--- src/rtl/hd44780_rx_pkg.sv ---
// Shared types and command-set constants for the HD44780 receiver model.
package hd44780_pkg;

  typedef enum logic [1:0] {
    MODE8    = 2'd0,
    MODE4_HI = 2'd1,
    MODE4_LO = 2'd2
  } rx_state_e;

  localparam logic [7:0] CMD_CLEAR       = 8'h01;
  localparam logic [6:0] CMD_HOME_PREFIX = 7'b0000001;
  localparam logic [5:0] CMD_ENTRY_PREFIX = 6'b000001;
  localparam logic [2:0] CMD_FUNCSET_PREFIX = 3'b001;
  localparam int         CMD_SETDDRAM_BIT = 7;

  localparam int DL_BIT = 4;
  localparam int ID_BIT = 1;

  function automatic logic is_funcset(input logic [7:0] b);
    return b[7:5] == CMD_FUNCSET_PREFIX;
  endfunction

endpackage

--- src/rtl/hd44780_rx_if.sv ---
// HD44780 parallel bus (E/RS/DB[7:4]) as seen between the driver and the receiver.
interface hd44780_rx_if;
  logic       e;
  logic       rs;
  logic [3:0] db;

  modport master (output e, output rs, output db);
  modport slave  (input e, input rs, input db);
endinterface

--- src/rtl/hd44780_rx_sync.sv ---
// Input conditioning and E falling-edge detect; HD44780_RX_SYNC_EN adds two-flop
// synchronizers on e/rs/db so rs/db keep the same pipeline depth as e.
module hd44780_rx_sync (
  input  logic       clk,
  input  logic       rst,
  input  logic       e,
  input  logic       rs,
  input  logic [3:0] db,
  output logic       fall,
  output logic       rs_s,
  output logic [3:0] db_s
);

  logic e_s;
  logic e_prev_q, e_prev_d;

`ifdef HD44780_RX_SYNC_EN
  logic [5:0] meta_q, meta_d;
  logic [5:0] sync_q, sync_d;

  assign meta_d = {e, rs, db};
  assign sync_d = meta_q;

  always_ff @(posedge clk or posedge rst) begin
    if (rst) begin
      meta_q <= '0;
      sync_q <= '0;
    end else begin
      meta_q <= meta_d;
      sync_q <= sync_d;
    end
  end

  assign e_s  = sync_q[5];
  assign rs_s = sync_q[4];
  assign db_s = sync_q[3:0];
`else
  assign e_s  = e;
  assign rs_s = rs;
  assign db_s = db;
`endif

  assign e_prev_d = e_s;

  always_ff @(posedge clk or posedge rst) begin
    if (rst) e_prev_q <= 1'b0;
    else     e_prev_q <= e_prev_d;
  end

  assign fall = e_prev_q & ~e_s;

endmodule

--- src/rtl/hd44780_rx.sv ---
// HD44780 receiver: reassembles bytes in 8/4-bit mode and drives a DDRAM write port.
// Define HD44780_RX_SYNC_EN for asynchronous bus pins (3-cycle latency instead of 1).
module hd44780_rx
  import hd44780_pkg::*;
#(
  parameter int         LINE_LEN   = 40,
  parameter logic [6:0] LINE2_BASE = 7'h40
) (
  input  logic         clk,
  input  logic         rst,
  hd44780_rx_if.slave  lcd,
  output logic         byte_valid,
  output logic         byte_rs,
  output logic [7:0]   byte_data,
  output logic         wr_en,
  output logic [6:0]   wr_addr,
  output logic [7:0]   wr_data,
  output logic [6:0]   ddram_addr,
  output logic         mode4,
  output logic         clear_pulse
);

  localparam logic [6:0] LINE1_LAST = 7'(LINE_LEN - 1);
  localparam logic [6:0] LINE2_LAST = LINE2_BASE + 7'(LINE_LEN - 1);

  logic       fall, rs_s;
  logic [3:0] db_s;

  rx_state_e  state_q, state_d;
  logic [3:0] hi_q, hi_d;
  logic       id_q, id_d;
  logic [6:0] addr_q, addr_d;
  logic       byte_valid_q, byte_valid_d;
  logic       byte_rs_q, byte_rs_d;
  logic [7:0] byte_data_q, byte_data_d;
  logic       wr_en_q, wr_en_d;
  logic [6:0] wr_addr_q, wr_addr_d;
  logic [7:0] wr_data_q, wr_data_d;
  logic       clear_q, clear_d;

  logic       asm_valid, asm_rs;
  logic [7:0] asm_byte;

  hd44780_rx_sync u_sync (
    .clk  (clk),
    .rst  (rst),
    .e    (lcd.e),
    .rs   (lcd.rs),
    .db   (lcd.db),
    .fall (fall),
    .rs_s (rs_s),
    .db_s (db_s)
  );

  // Addresses live in two disjoint windows; stepping off either end hops to the other.
  function automatic logic [6:0] step_addr(input logic [6:0] a, input logic inc);
    if (inc) begin
      if (a == LINE1_LAST)      return LINE2_BASE;
      else if (a == LINE2_LAST) return 7'h00;
      else                      return a + 7'd1;
    end else begin
      if (a == 7'h00)           return LINE2_LAST;
      else if (a == LINE2_BASE) return LINE1_LAST;
      else                      return a - 7'd1;
    end
  endfunction

  function automatic logic addr_in_range(input logic [6:0] a);
    return (a <= LINE1_LAST) || ((a >= LINE2_BASE) && (a <= LINE2_LAST));
  endfunction

  always_ff @(posedge clk or posedge rst) begin
    if (rst) begin
      state_q      <= MODE8;
      hi_q         <= 4'h0;
      id_q         <= 1'b1;
      addr_q       <= 7'h00;
      byte_valid_q <= 1'b0;
      byte_rs_q    <= 1'b0;
      byte_data_q  <= 8'h00;
      wr_en_q      <= 1'b0;
      wr_addr_q    <= 7'h00;
      wr_data_q    <= 8'h00;
      clear_q      <= 1'b0;
    end else begin
      state_q      <= state_d;
      hi_q         <= hi_d;
      id_q         <= id_d;
      addr_q       <= addr_d;
      byte_valid_q <= byte_valid_d;
      byte_rs_q    <= byte_rs_d;
      byte_data_q  <= byte_data_d;
      wr_en_q      <= wr_en_d;
      wr_addr_q    <= wr_addr_d;
      wr_data_q    <= wr_data_d;
      clear_q      <= clear_d;
    end
  end

  always_comb begin
    state_d   = state_q;
    hi_d      = hi_q;
    asm_valid = 1'b0;
    asm_rs    = rs_s;
    asm_byte  = {db_s, 4'h0};
    if (fall) begin
      case (state_q)
        MODE8: begin
          asm_valid = 1'b1;
          if (!rs_s && is_funcset(asm_byte) && !asm_byte[DL_BIT]) state_d = MODE4_HI;
        end
        MODE4_HI: begin
          hi_d    = db_s;
          state_d = MODE4_LO;
        end
        MODE4_LO: begin
          asm_valid = 1'b1;
          asm_byte  = {hi_q, db_s};
          state_d   = MODE4_HI;
          if (!rs_s && is_funcset(asm_byte) && asm_byte[DL_BIT]) state_d = MODE8;
        end
        default: state_d = MODE8;
      endcase
    end
  end

  always_comb begin
    addr_d       = addr_q;
    id_d         = id_q;
    byte_valid_d = 1'b0;
    byte_rs_d    = byte_rs_q;
    byte_data_d  = byte_data_q;
    wr_en_d      = 1'b0;
    wr_addr_d    = wr_addr_q;
    wr_data_d    = wr_data_q;
    clear_d      = 1'b0;
    if (asm_valid) begin
      byte_valid_d = 1'b1;
      byte_rs_d    = asm_rs;
      byte_data_d  = asm_byte;
      if (asm_rs) begin
        wr_en_d   = 1'b1;
        wr_addr_d = addr_q;
        wr_data_d = asm_byte;
        addr_d    = step_addr(addr_q, id_q);
      end else if (asm_byte == CMD_CLEAR) begin
        addr_d  = 7'h00;
        id_d    = 1'b1;
        clear_d = 1'b1;
      end else if (asm_byte[7:1] == CMD_HOME_PREFIX) begin
        addr_d = 7'h00;
      end else if (asm_byte[7:2] == CMD_ENTRY_PREFIX) begin
        id_d = asm_byte[ID_BIT];
      end else if (asm_byte[CMD_SETDDRAM_BIT]) begin
        if (addr_in_range(asm_byte[6:0])) addr_d = asm_byte[6:0];
      end
    end
  end

  assign byte_valid  = byte_valid_q;
  assign byte_rs     = byte_rs_q;
  assign byte_data   = byte_data_q;
  assign wr_en       = wr_en_q;
  assign wr_addr     = wr_addr_q;
  assign wr_data     = wr_data_q;
  assign ddram_addr  = addr_q;
  assign mode4       = (state_q != MODE8);
  assign clear_pulse = clear_q;

endmodule

--- src/flat_wrapper.sv ---
// flat-port wrapper written by rule: the top's interface ports become plain ports
module hd44780_rx_flat import hd44780_pkg::*;
#(
  parameter int         LINE_LEN   = 40,
  parameter logic [6:0] LINE2_BASE = 7'h40
)
  (clk, rst, byte_valid, byte_rs, byte_data, wr_en, wr_addr, wr_data, ddram_addr, mode4, clear_pulse, lcd_e, lcd_rs, lcd_db);
  hd44780_rx_if lcd_i ();
  input  logic clk;
  input  logic rst;
  output logic byte_valid;
  output logic byte_rs;
  output logic [7:0] byte_data;
  output logic wr_en;
  output logic [6:0] wr_addr;
  output logic [7:0] wr_data;
  output logic [6:0] ddram_addr;
  output logic mode4;
  output logic clear_pulse;
  input wire logic [$bits(lcd_i.e)-1:0] lcd_e;
  input wire logic [$bits(lcd_i.rs)-1:0] lcd_rs;
  input wire logic [$bits(lcd_i.db)-1:0] lcd_db;
  assign lcd_i.e = lcd_e;
  assign lcd_i.rs = lcd_rs;
  assign lcd_i.db = lcd_db;
  hd44780_rx #(.LINE_LEN(LINE_LEN), .LINE2_BASE(LINE2_BASE)) u_core (.clk(clk), .rst(rst), .lcd(lcd_i), .byte_valid(byte_valid), .byte_rs(byte_rs), .byte_data(byte_data), .wr_en(wr_en), .wr_addr(wr_addr), .wr_data(wr_data), .ddram_addr(ddram_addr), .mode4(mode4), .clear_pulse(clear_pulse));
endmodule
--- config.mk ---
export PLATFORM = sky130hd
export DESIGN_NAME = hd44780_rx_flat
export DESIGN_NICKNAME = d
export VERILOG_FILES = /design/src/rtl/hd44780_rx_pkg.sv /design/src/rtl/hd44780_rx_if.sv /design/src/rtl/hd44780_rx_sync.sv /design/src/rtl/hd44780_rx.sv /design/src/flat_wrapper.sv
export SDC_FILE = /design/constraint.sdc
export NUM_CORES = 1
export LEC_CHECK = 0
export ABC_CLOCK_PERIOD_IN_PS = 3600
export CAP_MARGIN = 20
export CELL_PAD_IN_SITES_DETAIL_PLACEMENT = 1
export CELL_PAD_IN_SITES_GLOBAL_PLACEMENT = 2
export CORE_MARGIN = 2
export CORE_UTILIZATION = 35
export CTS_BUF_LIST = sky130_fd_sc_hd__clkbuf_8
export DETAILED_ROUTE_END_ITERATION = 6
export PLACE_DENSITY = 0.84
export SETUP_SLACK_MARGIN = 0.3
export SKIP_CTS_REPAIR_TIMING = 1
export SYNTH_ARGS = -nofsm -noshare
export SYNTH_HDL_FRONTEND = slang
export SYNTH_SLANG_ARGS = --single-unit
--- constraint.sdc ---
create_clock -name clk -period 3.6 [get_ports clk]
set_clock_uncertainty 0.1 [all_clocks]
set_input_delay 0.72 -clock clk [delete_from_list [all_inputs] [get_ports clk]]
set_output_delay 0.72 -clock clk [all_outputs]
set_load 0.1 [all_outputs]
### Cell outlines without signal wires, run 1

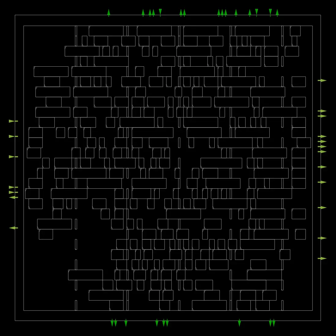
sequential cell area share: 38.9%
registers: 42

### Metal 3, run 1

Drawn at 3 px/um.
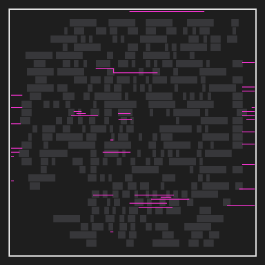
- nets with wire on the layer: 29
- main direction: horizontal
- share of all routed wire: 3.7%
- wire length on this layer: 202 um

### Register map, names as in the netlist, run 1

Drawn at 4 px/um. Other sequential cells in the stronger grey, the rest of the logic in the fainter grey.
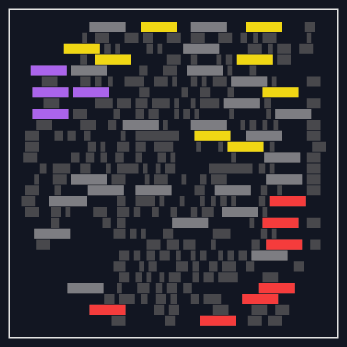
- purple: u_core.hi_q (placed flops 4; where upper left)
- red: u_core.wr_addr (placed flops 7; where lower right)
- yellow: u_core.byte_data (placed flops 8)

### Cells by drive strength, run 1

Drawn at 4 px/um.
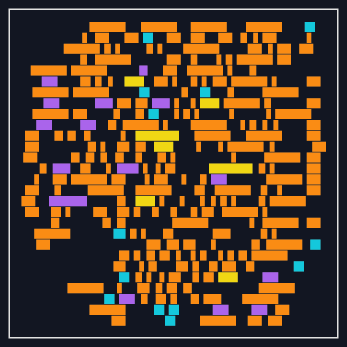
- orange: _0 and _1 cells (cells 224; share 86%)
- cyan: _3 and _4 cells (cells 13; share 5.0%; most used buf_4)
- yellow: _6 and larger (cells 7; share 2.7%; most used clkbuf_8)
- purple: _2 cells (cells 15; share 5.8%; most used mux2_2)
final worst setup slack: 0.954 ns
post-route cell area: 2710 um2

==> Changelog: implementation, run 1 <==
## Flow update

- FFs w/ async S/R, synth: 100%
- P&R area growth vs syn: 27.8%
- Antenna viol nets, final: 0
- WP data arrival: 1.83 ns
- Fp util: 36.0%
- Post-Route Setup TNS: 0 ns
- CP bufs+invs: 1
- Yosys stat chip area: 2120 um2
- Post-synth top cells: 41 x dfrtp_1, 41 x nand2_1, 24 x o21ai_0, 11 x clkbuf_1, 9 x mux2_2
- Crit Path Max Fanout: 2
- Num Clock Sinks: 42
- Aggregate global-route resource usage: 17.9%
- Antenna violations before repair: 0
- Num CTS Buffers: 5
- Utilization after layout: 46.0%
- Fraction of layout cells with a size suffix above 1: 13.5%
- Post-Route WL: 5.51 mm
- Rows: 28
- Max-cap violations: 0
- DP Cell Count: 326
- Area leader share: 48.5%
- Chip width: 81.8 um
- CP required: 2.78 ns
- Critical Path Start Type: flop
- Top-Level Pins: 43
- Number of port buffers: 42
- Clk ins delay skew pair: 0.30 ns
- CTS H-tree depth: 2
- Initial DRT Pass Iterations: 4
- Register area: 1050 um2
- Slew @ Worst Pin: 0.993 ns
- Distinct lib cells used: 52
- Invs w/o clock: 7
- Gate Count Post-Synth: 221
- Vias in the first global route: 1706
- Comb gate area: 965 um2
- Post-route minimum period: 2.65 ns
- DR DRC count: 0
- Die ar.: 6690 um2
- Post-synth EDFFs: 0
- Initial DRC count: 83
- Worst relative slew slack: 33.6%
- Core area: 5890 um2
- CP endpoint kind: primary output
- Comb/total area: 35.7%
- Vias per inst: 5.32
- Post-Syn Nets: 231
- Final hold vios: 0
- Slew Limit Fails: 0
- Main flop type: dfrtp_1
- Final setup viols: 0
- YS warnings: 0
- Worst path slowest cell: clkdlybuf4s50_1
- Fin nets: 268
- Fraction of cell area in non-clock buffers: 15.9%
- Synth area leaders: dfrtp_1 48%, nand2_1 7.3%, o21ai_0 5.7%
- Final HPWL DP: 3.88 mm
- Largest net degree at the start of global routing: 43
- Critical path class: flop to primary output
- Layout clock area frac: 5.09%
- CP delay by family, top: buffers and inverters
- Leading area contributor after synthesis: dfrtp_1
- CTS Root Cell: clkbuf_8
- WHS: 0.388 ns
- GPL Wtd Cong: 0.821
- TritonCTS clock tree: done
- Synthesized registers: 42
- Yosys cell count: 221
- RSZ-0062 raised after global routing: false
- Synth Area per Inst: 9.58 um2
- Critical path's largest stage delay: 1.15 ns
- Total gr overflow: 0
- # clk buffers: 5
- Commonest cells after routing, fill and taps aside: 41 x nand2_1, 41 x dfrtp_1, 34 x clkdlybuf4s50_1, 24 x o21ai_0, 12 x buf_4
- Placement Setup Slack: 0.689 ns
- N_diodes: 0
- Outcome: complete, no violations
- Log Warnings: 27
- Die height: 81.8 um
- Detailed-route via count: 1778
- Worst hold path class: flop to flop
- Sequential share of the synthesized area: 49.7%
- Crit share post-route: 73.5%
- Placed cell areas: 2570 um2
- Tap cells: 75
- Crit path cell chain: clkdlybuf4s50_1
- First-pass GRT wire length: 8.99 mm
- Nonclk buf count: 46
- Leading cell kind: flip-flops and latches
- Clock-pin slew on the worst setup and hold paths: 0.09 ns
- Post-Syn Area: 2120 um2
- DR WL/cell: 16.5 um
- Non-filler cells, final: 334
- Multi-Input Combinational: 156
- Max clock buf depth: 2
- Fillers: 679
- FMAX: 378 MHz
-- run 1: kinds of logic (layout without fill, tap and decap cells) --
group           after synthesis  after routing  synth area share [%]
xor+xnor                      2              2                 0.828
simple gates                 80             80                  19.1
buf+inv                      23             61                  4.73
mux                          14             14                  7.15
compound gates               58             58                  17.3
fa+ha+maj                     2              2                  1.18
flops                        42             42                  49.7
-- run 1: layer usage --
metal	wire length [um]	share of wire (%)	up-vias	track usage (%)
met4	108	2.0	0	6.17
met1	2780	50	866	27.2
met2	2420	44	45	25.4
li1	-	-	858	-
met3	201	3.6	9	2.97
met5	0	0	-	0
-- run 1: flip-flops by register name, summed over array words and instances (netlist names) --
register,cells
u_core.byte_data,8
u_core.state_q,2
u_core.wr_data,8
u_core.byte_valid,1
u_core.hi_q,4
u_core.wr_addr,7
u_core.ddram_addr,7
u_core.u_sync.e_prev_q,1
u_core.wr_en,1
u_core.id_q,1
u_core.byte_rs,1
u_core.clear_pulse,1
-- run 1: path summary, 6_finish.rpt --
kind | from | to | slack [ns] | depth (start not counted)
max | u_core.wr_data[6] | wr_data[6] | 0.95 | 1
min | u_core.byte_data[6] | u_core.byte_data[6] | 0.39 | 2
max reg2reg | u_core.ddram_addr[0] | u_core.ddram_addr[4] | 1.40 | 6
min reg2reg | u_core.byte_data[6] | u_core.byte_data[6] | 0.39 | 2
max in group asynchronous | rst | u_core.id_q | 2.27 | 3
min in group asynchronous | rst | u_core.byte_data[7] | 0.75 | 3
### Cells coloured by class, run 1

Drawn at 6 px/um.
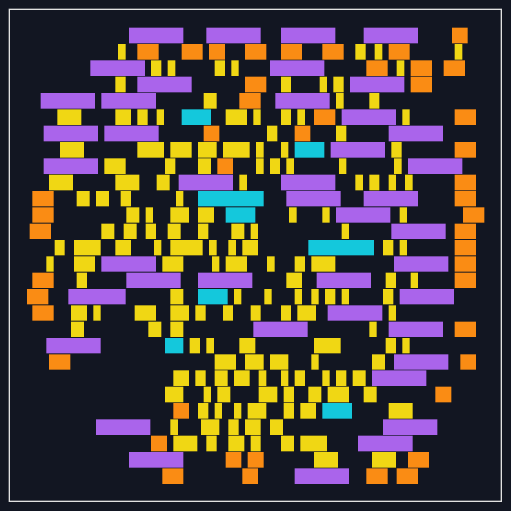

==> run 2: changes to the inputs <==
--- a/config.mk
+++ b/config.mk
@@ -5,15 +5,15 @@
 export SDC_FILE = /design/constraint.sdc
 export NUM_CORES = 1
 export LEC_CHECK = 0
-export ABC_CLOCK_PERIOD_IN_PS = 3600
+export ABC_CLOCK_PERIOD_IN_PS = 2450
 export CAP_MARGIN = 20
 export CELL_PAD_IN_SITES_DETAIL_PLACEMENT = 1
 export CELL_PAD_IN_SITES_GLOBAL_PLACEMENT = 2
 export CORE_MARGIN = 2
-export CORE_UTILIZATION = 35
+export CORE_UTILIZATION = 32
 export CTS_BUF_LIST = sky130_fd_sc_hd__clkbuf_8
 export DETAILED_ROUTE_END_ITERATION = 6
-export PLACE_DENSITY = 0.84
+export PLACE_DENSITY = 0.78
 export SETUP_SLACK_MARGIN = 0.3
 export SKIP_CTS_REPAIR_TIMING = 1
 export SYNTH_ARGS = -nofsm -noshare
==> constraint.sdc (replaced) <==
create_clock -name clk -period 2.45 [get_ports clk]
set_clock_uncertainty 0.1 [all_clocks]
set_input_delay 0.49 -clock clk [delete_from_list [all_inputs] [get_ports clk]]
set_output_delay 0.49 -clock clk [all_outputs]
set_load 0.1 [all_outputs]
### Cells coloured by class, run 2

Drawn at 6 px/um.
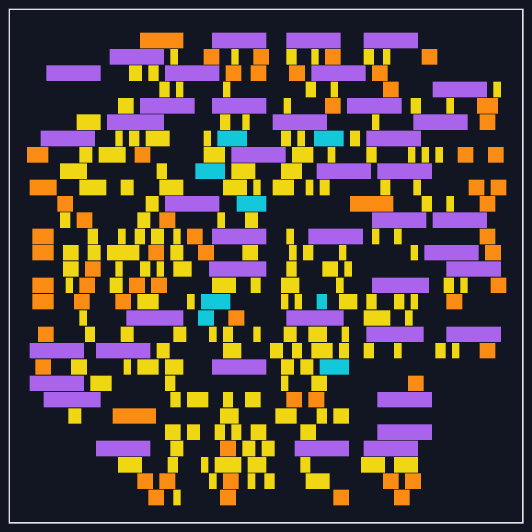
- yellow: combinational and other logic (cells 163)
- cyan: clock drivers and dummy loads (cells 8)
- purple: flops (cells 42)
- orange: other buffers and delay cells (cells 60)
core area: 6390 um2
post-route cell area: 2750 um2

==> run 2 against run 1 <==
Against the previous run: final area increased by 1.8%; global-route usage down 1.4 points; cell count up 4.8%; synthesized cell count unchanged; non-clock buffer count is 14 higher; core utilization fell by 2.8 points; critical path depth rose by 6.
==> Changelog: implementation, run 2 <==
## Flow update

- Outcome: complete, no violations
- CTS Root Cell: clkbuf_8
- Chip width: 85.3 um (+4.4%)
- Distinct lib cells used: 52 (unchanged)
- Yosys stat chip area: 2120 um2 (unchanged)
- Initial DRC count: 100 (+20%)
- Area fraction in compound gates: 17.3% (unchanged)
- Reg-to-Reg Start: u_core.ddram_addr[0]
- Aggregate global-route resource usage: 16.5% (-1.4 points)
- Fillers: 758 (+12%)
- Vias per inst: 5.19 (-2.6%)
- Die height: 85.3 um (+4.4%)
- FMAX: 480 MHz
- Yosys cell count: 221 (unchanged)
- Main flop type: dfrtp_1
- CTS H-tree depth: 2 (unchanged)
- Synthesized registers: 42 (unchanged)
- Rows: 29 (+3.6%)
- Antenna violations before repair: 0 (unchanged)
- YS warnings: 0 (unchanged)
- CP delay by family, top: AND-OR/OR-AND gates
- First-pass GRT wire length: 9.42 mm (+4.8%)
- DR DRC count: 0 (unchanged)
- Max-cap violations: 0 (unchanged)
- Worst hold path class: flop to flop
- CP required: 2.53 ns (-0.25 ns)
- Commonest cells after routing, fill and taps aside: 50 x buf_4, 41 x nand2_1, 35 x dfrtp_1, 24 x o21ai_0, 9 x mux2_2
- Worst min-delay path startpoint: u_core.byte_data[0]
- CP endpoint kind: flop
- Critical path's largest stage delay: 0.47 ns (-0.68 ns)
- Num CTS Buffers: 5 (unchanged)
- FA/HA/MAJ Cells, Area Fraction: 1.18% (unchanged)
- Total gr overflow: 0 (unchanged)
- Area leader share: 48.5% (unchanged)
- Final setup viols: 0 (unchanged)
- MUX area fraction: 7.15% (unchanged)
- RR Endpoint: u_core.ddram_addr[5]
- Most frequent logic cell in the layout: buf_4
- Post-Syn Area: 2120 um2 (unchanged)
- Post-Syn Nets: 231 (unchanged)
- WP data arrival: 2.17 ns (+0.34 ns)
- RSZ-0062 raised after global routing: true
- Log Warnings: 29 (+7.4%)
- Number of port buffers: 42 (unchanged)
- FFs w/ async S/R, synth: 100% (unchanged)
- Post-Route WL: 5.67 mm (+2.8%)
- Sequential share of the synthesized area: 49.7% (unchanged)
- Post-synth EDFFs: 0 (unchanged)
- Yosys xor share: 0.827% (unchanged)
- WHS Endpoint: u_core.byte_data[0]
- N_diodes: 0 (unchanged)
- Leading area contributor after synthesis: dfrtp_1
- Final hold vios: 0 (unchanged)
- Top-Level Pins: 43 (unchanged)
- P&R area growth vs syn: 30.1%
- DR WL/cell: 16.2 um (-1.9%)
- R2r setup slk: 0.37 ns (-1.03 ns)
- Post-route minimum period: 2.09 ns
- Met2 Usage GRT: 25.9% (+0.49 points)
- Synth Area per Inst: 9.58 um2 (unchanged)
- Initial DRT Pass Iterations: 4 (unchanged)
- Die ar.: 7280 um2 (+8.9%)
- Crit Path Max Fanout: 5 (+3)
- Critical Path Start Type: input port
- Utilization after layout: 43.1% (-2.8 points)
- Vias in the first global route: 1864 (+9.3%)
- Fp util: 33.2% (-2.8 points)
- Final HPWL DP: 4.21 mm (+8.6%)
- Antenna viol nets, final: 0 (unchanged)
- GRT Max-Usage Layer: met2
- M3 GR Usage: 2.53% (-0.44 points)
- Critical path class: input port to flop
- Worst relative slew slack: 54.0% (+20 points)
- TritonCTS clock tree: done
- R2r worst-path depth: 8 (+2)
- Synth area leaders: dfrtp_1 48%, nand2_1 7.3%, o21ai_0 5.7%
- Crit share post-route: 85.1%
- Gate Count Post-Synth: 221 (unchanged)
- Slew @ Worst Pin: 0.686 ns (-0.307 ns)
- Clk ins delay skew pair: 0.30 ns (about the same)
- Detailed-route via count: 1815 (+2.1%)
- Num Clock Sinks: 42 (unchanged)
- Worst path slowest cell: clkdlybuf4s50_1
- Crit path cell chain: clkdlybuf4s50_1, nor4_2, o211ai_1, a311oi_2, buf_4, nor2b_1, a311o_1
- Top logic family: simple AND/OR/NAND/NOR gates
- Met1 usage: 23.0% (-4.3 points)
- Largest net degree at the start of global routing: 29 (-33%)
- Fraction of layout cells with a size suffix above 1: 30.4% (+17 points)
- Simple Share, Synth: 19.1% (unchanged)
- Max clock buf depth: 2 (unchanged)
- Post-synth top cells: 41 x dfrtp_1, 41 x nand2_1, 24 x o21ai_0, 11 x clkbuf_1, 9 x mux2_2
- Clock-pin slew on the worst setup and hold paths: 0.08 ns (about the same)
- Fin nets: 282 (+5.2%)
- Slew Limit Fails: 0 (unchanged)
- Cell depth of the worst hold path: 2 (unchanged)
- GPL Wtd Cong: 0.856 (+4.2%)
- CP bufs+invs: 2 (+1)
### Register map, names as in the netlist, run 2

Drawn at 4 px/um. Other sequential cells in the stronger grey, the rest of the logic in the fainter grey.
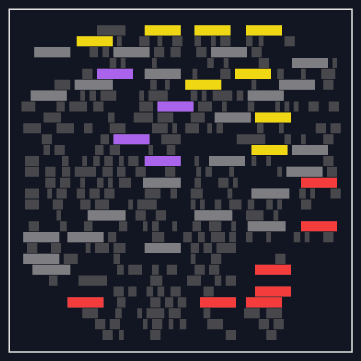
- purple: u_core.hi_q (placed flops 4)
- red: u_core.wr_addr (placed flops 7)
- yellow: u_core.byte_data (placed flops 8)
- not coloured: 23

run 2: cell counts after synthesis:
No cell type changed its count.
run 2: worst max-delay path by stage:
| stage | slack, ns | endpoint | depth (start not counted) | startpoint |
|---|---|---|---|---|
| final | 0.36 | u_core.ddram_addr[6] | 7 | lcd_db[3] |
| after global routing | 0.25 | u_core.ddram_addr[5] | 8 | u_core.ddram_addr[0] |
| after CTS | 0.31 | u_core.ddram_addr[6] | 7 | lcd_db[3] |
| after detailed placement | -0.008 | u_core.ddram_addr[6] | 7 | lcd_db[3] |
| after global placement | 0.1 | u_core.ddram_addr[6] | 6 | lcd_e |
| after floorplan | 0.27 | u_core.ddram_addr[4] | 6 | u_core.ddram_addr[0] |
run 2: per-stage QoR:
stage	area, um2	cells	worst slack (ns)	hold WS (ns)	setup TNS (ns)
after global placement	2640	341	0.0955	0.364	0
after detailed placement	2640	341	-0.00794	0.372	-0.00794
after floorplan	2120	221	0.266	0.382	0
final	2750	350	0.365	0.382	0
after global routing	2750	350	0.251	0.411	0
after CTS	2740	349	0.308	0.392	0
run 2: metal layers:
layer	routed length [um]	vias up
met3	183	8
met4	67	0
met1	2780	891
met2	2640	34
li1	-	882
met5	0	-
run 2: layout make-up:
cell class,instances,area [um2],area share (%)
Clock buffer,6,82.6,3.00
Clock inverter,2,12.5,0.454
Inverter,7,26.3,0.954
Multi-Input combinational cell,156,968,35.2
Sequential cell,42,1060,38.5
Tap cell,77,96.3,3.50
Timing Repair Buffer,60,508,18.4
### Metal 3, run 2

Drawn at 3 px/um.
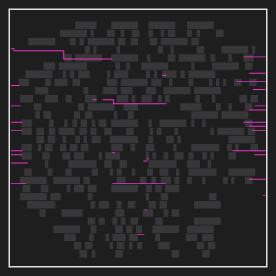

==> run 3: changes to the inputs <==
--- a/config.mk
+++ b/config.mk
@@ -13,7 +13,7 @@
 export CORE_UTILIZATION = 32
 export CTS_BUF_LIST = sky130_fd_sc_hd__clkbuf_8
 export DETAILED_ROUTE_END_ITERATION = 6
-export PLACE_DENSITY = 0.78
+export PLACE_DENSITY_LB_ADDON = 0.1
 export SETUP_SLACK_MARGIN = 0.3
 export SKIP_CTS_REPAIR_TIMING = 1
 export SYNTH_ARGS = -nofsm -noshare
### Metal 3, run 3

Drawn at 3 px/um.
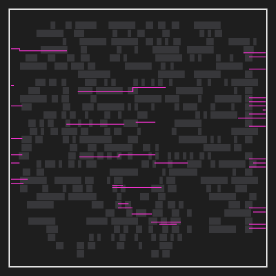
- longest straight run: 19.1 um
- nets with wire on the layer: 33
- share of all routed wire: 4.8%
M3 GR Usage: 4.09%
Post-Route WL: 5.64 mm
detailed-route via count: 1786

==> run 3 against run 2 <==
Against the previous run: core utilization grew 0.29 points; critical path depth shrank 1; global-route usage shrank 0.092 points; first-iteration DRC count shrank 30%; sequential share of layout area shrank 0.31 points.
==> Changelog: implementation, run 3 <==
## Flow update

- Rows: 29 (unchanged)
- WP data arrival: 2.16 ns (about the same)
- Number of port buffers: 42 (unchanged)
- Antenna viol nets, final: 0 (unchanged)
- Slew @ Worst Pin: 0.418 ns (-0.268 ns)
- Clk ins delay skew pair: 0.30 ns (about the same)
- FMAX: 482 MHz (+0.53%)
- First-pass GRT wire length: 9.38 mm (-0.36%)
- WHS Endpoint: u_core.byte_data[4]
- Final HPWL DP: 4.09 mm (-2.9%)
- Reg-to-Reg Start: u_core.ddram_addr[0]
- Largest net degree at the start of global routing: 43 (+48%)
- Crit Path Max Fanout: 8 (+3)
- Vias in the first global route: 1803 (-3.3%)
- TritonCTS clock tree: done
- CP bufs+invs: 2 (unchanged)
- Post-route minimum period: 2.07 ns (-0.0110 ns)
- Sequential share of the synthesized area: 49.7% (unchanged)
- Initial DRT Pass Iterations: 4 (unchanged)
- Fillers: 743 (-2.0%)
- Invs w/o clock: 7 (unchanged)
- Critical path's largest stage delay: 0.44 ns (-0.03 ns)
- Worst path slowest cell: clkdlybuf4s50_1
- Area leader share: 48.5% (unchanged)
- Post-Syn Nets: 231 (unchanged)
- Fp util: 33.2% (unchanged)
- Critical Path Start Type: input port
- Post-synth top cells: 41 x dfrtp_1, 41 x nand2_1, 24 x o21ai_0, 11 x clkbuf_1, 9 x mux2_2
- CTS H-tree depth: 2 (unchanged)
- Synth area leaders: dfrtp_1 48%, nand2_1 7.3%, o21ai_0 5.7%
- Worst relative slew slack: 72.0% (+18 points)
- Final hold vios: 0 (unchanged)
- Placement Setup Slack: 0.0208 ns (+0.0288 ns)
- R2r setup slk: 0.48 ns (+0.11 ns)
- Comb gate area: 966 um2 (-0.26%)
- RR Endpoint: u_core.ddram_addr[4]
- RSZ-0062 raised after global routing: false
- Top-Level Pins: 43 (unchanged)
- Num CTS Buffers: 5 (unchanged)
- Most frequent logic cell in the layout: buf_4
- Commonest cells after routing, fill and taps aside: 47 x buf_4, 41 x nand2_1, 36 x dfrtp_1, 24 x o21ai_0, 9 x mux2_2
- Critical path class: input port to flop
- CTS Root Cell: clkbuf_8
- Crit path cell chain: clkdlybuf4s50_1, or3b_1, a311oi_2, buf_4, nor2b_1, a311o_1
- DR WL/cell: 16.3 um (+0.38%)
- Max clock buf depth: 2 (unchanged)
- Nonclk buf count: 57 (-5.0%)
- YS warnings: 0 (unchanged)
- Slew Limit Fails: 0 (unchanged)
- Layout clock area frac: 5.14% (+1.7 points)
- P&R area growth vs syn: 31.0%
- CP delay by family, top: buffers and inverters
- CP required: 2.54 ns (about the same)
- Registers: 42 (unchanged)
- Num Clock Sinks: 42 (unchanged)
- Fin nets: 279 (-1.1%)
- Initial DRC count: 70 (-30%)
- Post-Route Setup TNS: 0 ns (unchanged)
- Yosys cell count: 221 (unchanged)
- Crit share post-route: 84.7% (-0.45 points)
- Final worst setup slack: 0.376 ns (+0.0110 ns)
- Worst min-delay path startpoint: u_core.byte_data[4]
- N_diodes: 0 (unchanged)
- DR DRC count: 0 (unchanged)
- GPL Wtd Cong: 0.784 (-8.4%)
- Tap cells: 77 (unchanged)
- Synth Area per Inst: 9.58 um2 (unchanged)
- # clk buffers: 6 (unchanged)
- Die height: 85.3 um (unchanged)
- Antenna violations before repair: 0 (unchanged)
- R2r worst-path depth: 6 (-2)
- Post-synth EDFFs: 0 (unchanged)
- Cell depth of the worst hold path: 2 (unchanged)
- Post-Syn Area: 2120 um2 (unchanged)
- Yosys stat chip area: 2120 um2 (unchanged)
- Fraction of layout cells with a size suffix above 1: 29.3% (-1.1 points)
- Max-cap violations: 0 (unchanged)
- Synthesized registers: 42 (unchanged)
- Chip width: 85.3 um (unchanged)
- Worst hold path class: flop to flop
- Vias per inst: 5.15 (-0.75%)
- Gate Count Post-Synth: 221 (unchanged)
- Leading area contributor after synthesis: dfrtp_1
- Comb/total area: 34.8% (-0.33 points)
- Multi-Input Combinational: 156 (unchanged)
- Die ar.: 7280 um2 (unchanged)
- Final setup viols: 0 (unchanged)
- Fraction of cell area in non-clock buffers: 17.4% (-1.0 points)
- Leading cell kind: flip-flops and latches
- Total gr overflow: 0 (unchanged)
- Distinct lib cells used: 52 (unchanged)
- Clock-pin slew on the worst setup and hold paths: 0.08 ns (about the same)
- Log Warnings: 28 (-3.4%)
- Aggregate global-route resource usage: 16.4% (-0.092 points)
- Main flop type: dfrtp_1
- CP endpoint kind: flop
- FFs w/ async S/R, synth: 100% (unchanged)
- Outcome: complete, no violations
- Core area: 6390 um2 (unchanged)
### Register map, names as in the netlist, run 3

Drawn at 4 px/um. Other sequential cells in the stronger grey, the rest of the logic in the fainter grey.
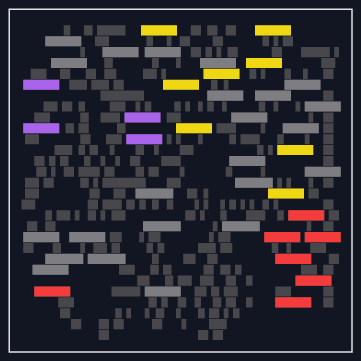
- yellow: u_core.byte_data (placed flops 8)
- red: u_core.wr_addr (placed flops 7; where lower right)
- purple: u_core.hi_q (placed flops 4)
- not coloured: 23
utilization after layout: 43.4%
sequential cell area share: 38.2%
register area: 1060 um2

## run 3: cell counts after synthesis
Identical to the previous run, type by type.
## run 3: worst max-delay path by stage
stage	cells past startpoint	slack (ns)	start	to
3_5_place_dp	7	0.02	lcd_db[3]	u_core.ddram_addr[6]
2_1_floorplan	6	0.27	u_core.ddram_addr[0]	u_core.ddram_addr[4]
4_1_cts	7	0.33	lcd_db[3]	u_core.ddram_addr[6]
3_3_place_gp	7	0.05	lcd_db[3]	u_core.ddram_addr[6]
6_report	6	0.38	lcd_e	u_core.ddram_addr[6]
5_1_grt	7	0.31	lcd_db[2]	u_core.ddram_addr[6]
## run 3: stage by stage
step                      instances  cell area, um2  hold WS [ns]
after global routing            347            2770         0.416
after detailed placement        339            2630         0.367
final                           347            2770         0.383
after global placement          339            2630         0.364
after floorplan                 221            2120         0.382
after CTS                       347            2770         0.388
## run 3: layer usage
metal,part of all wire (%),GRT usage [%],routed length [um],vias to the layer above
met3,4.8,4.09,270,6
met1,51,24.8,2890,858
li1,-,-,-,878
met5,0,0,0,-
met4,0.87,3.46,49,0
met2,43,23.6,2430,44
## run 3: logic make-up (layout without fill, tap and decap cells)
group / count (synthesis) / after routing / synth area share [%]
simple gates: 80 / 80 / 19.1
compound gates: 58 / 58 / 17.3
flops: 42 / 42 / 49.7
buf+inv: 23 / 72 / 4.73
mux: 14 / 14 / 7.15
fa+ha+maj: 2 / 2 / 1.18
xor+xnor: 2 / 2 / 0.828
